==> config.mk <==
export PLATFORM = sky130hd
export DESIGN_NAME = layer_scheduler_flat
export DESIGN_NICKNAME = d
export VERILOG_FILES = /design/src/rtl/layer_scheduler_if.sv /design/src/rtl/layer_scheduler.sv /design/src/flat_wrapper.sv
export SDC_FILE = /design/constraint.sdc
export NUM_CORES = 1
export LEC_CHECK = 0
export CAP_MARGIN = 30
export CORE_ASPECT_RATIO = 0.8
export CORE_UTILIZATION = 50
export DETAILED_ROUTE_END_ITERATION = 8
export GPL_TIMING_DRIVEN = 0
export MAX_ROUTING_LAYER = met4
export PLACE_DENSITY = 0.8
export REMOVE_ABC_BUFFERS = 1
export SLEW_MARGIN = 30
export SYNTH_ARGS = -nofsm -noshare
export SYNTH_HDL_FRONTEND = slang
export SYNTH_SLANG_ARGS = --single-unit
==> constraint.sdc <==
create_clock -name clk -period 2.35 [get_ports clk]
set_input_delay 0.47 -clock clk [delete_from_list [all_inputs] [get_ports clk]]
set_output_delay 0.47 -clock clk [all_outputs]
set_load 0.005 [all_outputs]
Fig. 1: run 1, selected gate families
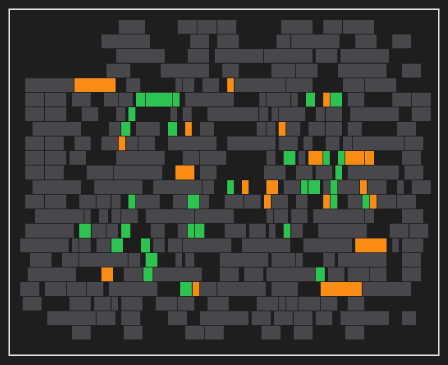
nor cells: in orange, cells 20, most used nor2_1. nand cells: in green, cells 31, most used nand2_1.
combinational fraction of the cell area: 0.403
Top cell excl fill/tap: clkdlybuf4s50_1
Layout Cells excl Fill: 341

Fig. 2: run 1, placed cells, one colour a class
Bar = 20 um.
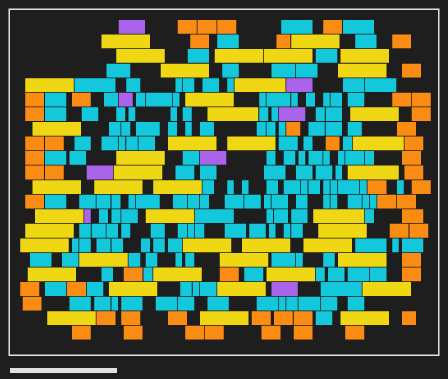
sequential cells: in yellow, cells 44, share of their area 36%. clock drivers and dummy loads: in purple, cells 8, share of their area 3.1%. combinational and other logic: in cyan, cells 175, share of their area 43%. remaining buffers and delay cells: in orange, cells 54, share of their area 17%.
core footprint: 0.00462 mm2
Seq area share: 0.354
final instance area: 0.00313 mm2

Fig. 3: run 1, track usage over the die
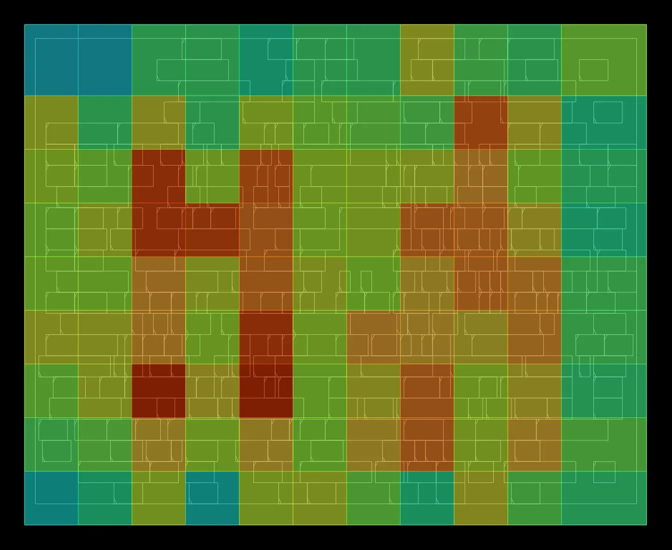
met1 Resource Use GR: 0.302
Final Util: 0.677
wire length per cell: 15.0 um
busiest grt layer: met2

Fig. 4: run 1, where the registers sit
Bar = 20 um. Other sequential cells in the stronger grey, the rest of the logic in the fainter grey.
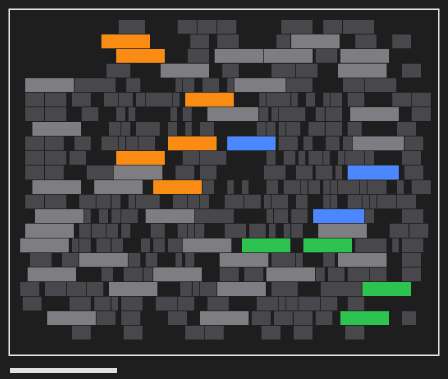
u_core.num_grp: in green, sequential cells 4, where lower right. u_core.state: in blue, sequential cells 3. u_core.bus.cur_pat: in orange, sequential cells 6.
Another 31 sequential cells are not coloured.
sequential cell area: 0.00111 mm2
Seq. pwr: 1.35 mW

==> flow_summary.yaml, run 1 <==
# synthesis and place-and-route metrics
clocking:
  cts_tree: "yes"
  clock_path_buffers: 2
  cts.sinks: 44
  cts_resized: 4
layout:
  ff_count: 44
  lay_top_cells: "clkdlybuf4s50_1, dfrtp_1, mux2_2"
  drive_above_1_share: 0.196
  area_growth_pct: 28.8
floorplanning:
  fp.dieH_um: 64.4
  fp.dieW_um: 79.9
  ios: 56
global_route:
  track_usage: 0.229
  antenna_found_initial: 0
  use_met3: 0.0500
  grt_max_degree: 45
routing:
  drt_drc_violations_left: 0
  vias: 1924
  m1WireLength_um: 2330
yosys:
  top_cells_by_count: "dfrtp_1, mux2_2, xor2_1"
  postSynthSeqShare: 0.453
  top_cells_by_area: "dfrtp_1, mux2_2, xor2_1"
  synthArstFlopShare: 1.00
  ys_sh_mux: 0.106
  ys_ff: 44
  most_common_cell: "dfrtp_1"
  synth_top_flop_cell: "dfrtp_1"
  synth_warnings: 0
power_and_ir_drop:
  p_comb_mw: 1.42
  comb_power_share: 0.432
  power_mw: 3.28
  switching_share: 0.377
sta:
  rsz0062_at_grt: "no"
  period_minus_slack_ns: 2.28
  slew_viol_final: 0
  tightest_slew_ns: 0.601
critical_path:
  crit_cells: 4
  critical_path_required_ns: 1.88
outcome:
  status: "finished clean"
placement:
  dp.cells: 330
==> run 2: changes to the inputs <==
--- a/config.mk
+++ b/config.mk
@@ -6,7 +6,7 @@
 export NUM_CORES = 1
 export LEC_CHECK = 0
 export CAP_MARGIN = 30
-export CORE_ASPECT_RATIO = 0.8
+export CORE_ASPECT_RATIO = 2
 export CORE_UTILIZATION = 50
 export DETAILED_ROUTE_END_ITERATION = 8
 export GPL_TIMING_DRIVEN = 0
==> run 2 against run 1 <==
Against the previous run:
- routed wire length fell by 1.1%
- combinational power fell by 4%
- worst hold slack improved by 0.037 ns
- utilization fell by 1.0 points
- highest routed layer unchanged
- maximum frequency fell by 0.76%
- sequential share of layout area rose by 0.28 points
- final area fell by 1.1%
- clock skew rose by 0.0013 ns
- synthesized cell count did not move
- synthesized area did not move
==> flow_summary.yaml, run 2 <==
# synthesis and place-and-route metrics
layout:
  seq_area_mm2: 0.00110
  n_fill_cell: 390
  finish.instance_area_mm2: 0.00309
  ff_count: 44
  final_util: 0.667
  lay_top_count: "clkdlybuf4s50_1"
  nMultiInputCombCells: 159
  area_growth_pct: 27.3
  lay_top_cells: "clkdlybuf4s50_1, dfrtp_1, mux2_2"
  drive_above_1_share: 0.169
  logic_area_mm2: 0.00125
  inverters: 16
placement:
  dp_hpwl_um: 3710
  dp.cells: 325
  io_buffers: 50
  dpl-instance-area_mm2: 0.00298
sta:
  clock_skew_ns: 0.00661
  period_minus_slack_ns: 2.29
  setup_viol: 0
  slew_viol_final: 0
  period_used_share: 0.976
  tightest_slew_ns: 0.625
  hold_viol_final: 0
  setup_ws_ns: 0.0571
routing:
  post_drt_wl_per_cell_um: 15.2
  drt_first_pass_iters: 4
  vias: 1879
  drt_drc_violations_left: 0
  dr_wl_met3_um: 116
  m1WireLength_um: 1970
power_and_ir_drop:
  power_mw: 3.19
  top_power_group: "combinational logic"
  comb_power_share: 0.425
  pg_seq_mw: 1.35
  p_leak_nw: 1.29
  p_comb_mw: 1.36
  p_int_mw: 2.00
  switching_share: 0.372
  cellPowerDensity_mw_per_mm2: 1030
critical_path:
  critical_path_required_ns: 1.88
  critPathLaunchType: "flop"
  crit_chain: "xnor2_2 -> nand4_1 -> nor3_1 -> clkdlybuf4s50_1"
  crit_type: "flop to output pin"
  ff2ff_path_depth: 4
  crit_cells: 4
  crit_path_max_fanout: 5
global_route:
  met1_usage: 0.223
  use_met3: 0.0347
  grt_pass1_wl_um: 8460
  use_met2: 0.409
  grt_max_degree: 45
  antenna_found_initial: 0
  busiest_layer: "met2"
  track_usage: 0.221
  first_global_vias: 1926
clocking:
  cts-root-buf: "clkbuf_8"
  cts_tree: "yes"
  cts.sinks: 44
  cts_resized: 0
  clock_path_buffers: 2
yosys:
  top_cells_by_count: "dfrtp_1, mux2_2, xor2_1"
  postSynthSeqShare: 0.453
  synth.avg_cell_area_um2: 10.7
  most_common_cell: "dfrtp_1"
  top_cells_by_area: "dfrtp_1, mux2_2, xor2_1"
  synth_warnings: 0
  ys_types: 47
  adder_share: 0.0257
  synthArstFlopShare: 1.00
  ys_ff: 44
  xor_share: 0.0829
  ys_sh_mux: 0.106
  synth_top_area_share: 0.453
  logic_family: "AND-OR/OR-AND gates"
  edf_count: 0
  synth_top_flop_cell: "dfrtp_1"
  postSynthCellCount: 227
  simple_gate_share: 0.141
floorplanning:
  fp.dieW_um: 51.3
  core-area_mm2: 0.00464
  ios: 56
  fp.dieH_um: 101
outcome:
  status: "finished clean"
Fig. 5: run 2, selected gate families
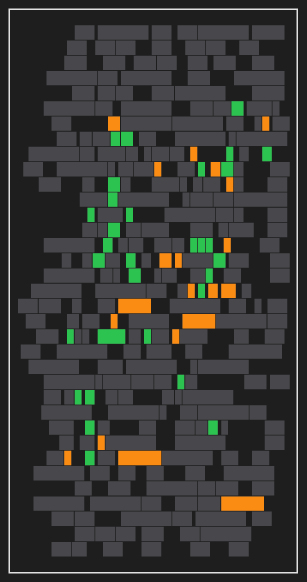
nand cells: in green, cells 31, most used nand2_1. nor cells: in orange, cells 20, most used nor2_1.
Layout Cells excl Fill: 333
combinational fraction of the cell area: 0.406

Fig. 6: run 2, placed cells, one colour a class
Bar = 20 um.
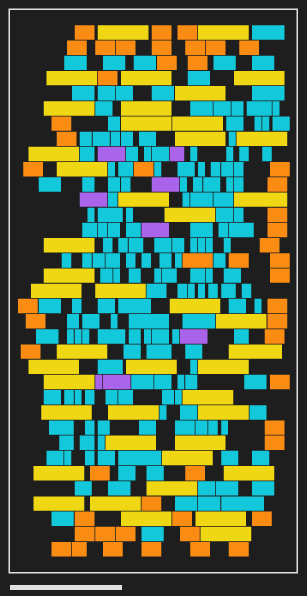
clock drivers and dummy loads: in purple, cells 8, share of their area 3.1%. combinational and other logic: in cyan, cells 175, share of their area 43%. sequential cells: in yellow, cells 44, share of their area 36%. remaining buffers and delay cells: in orange, cells 51, share of their area 17%.
Seq area share: 0.357
num rows: 35

Power is estimated from default activity; no workload was simulated.
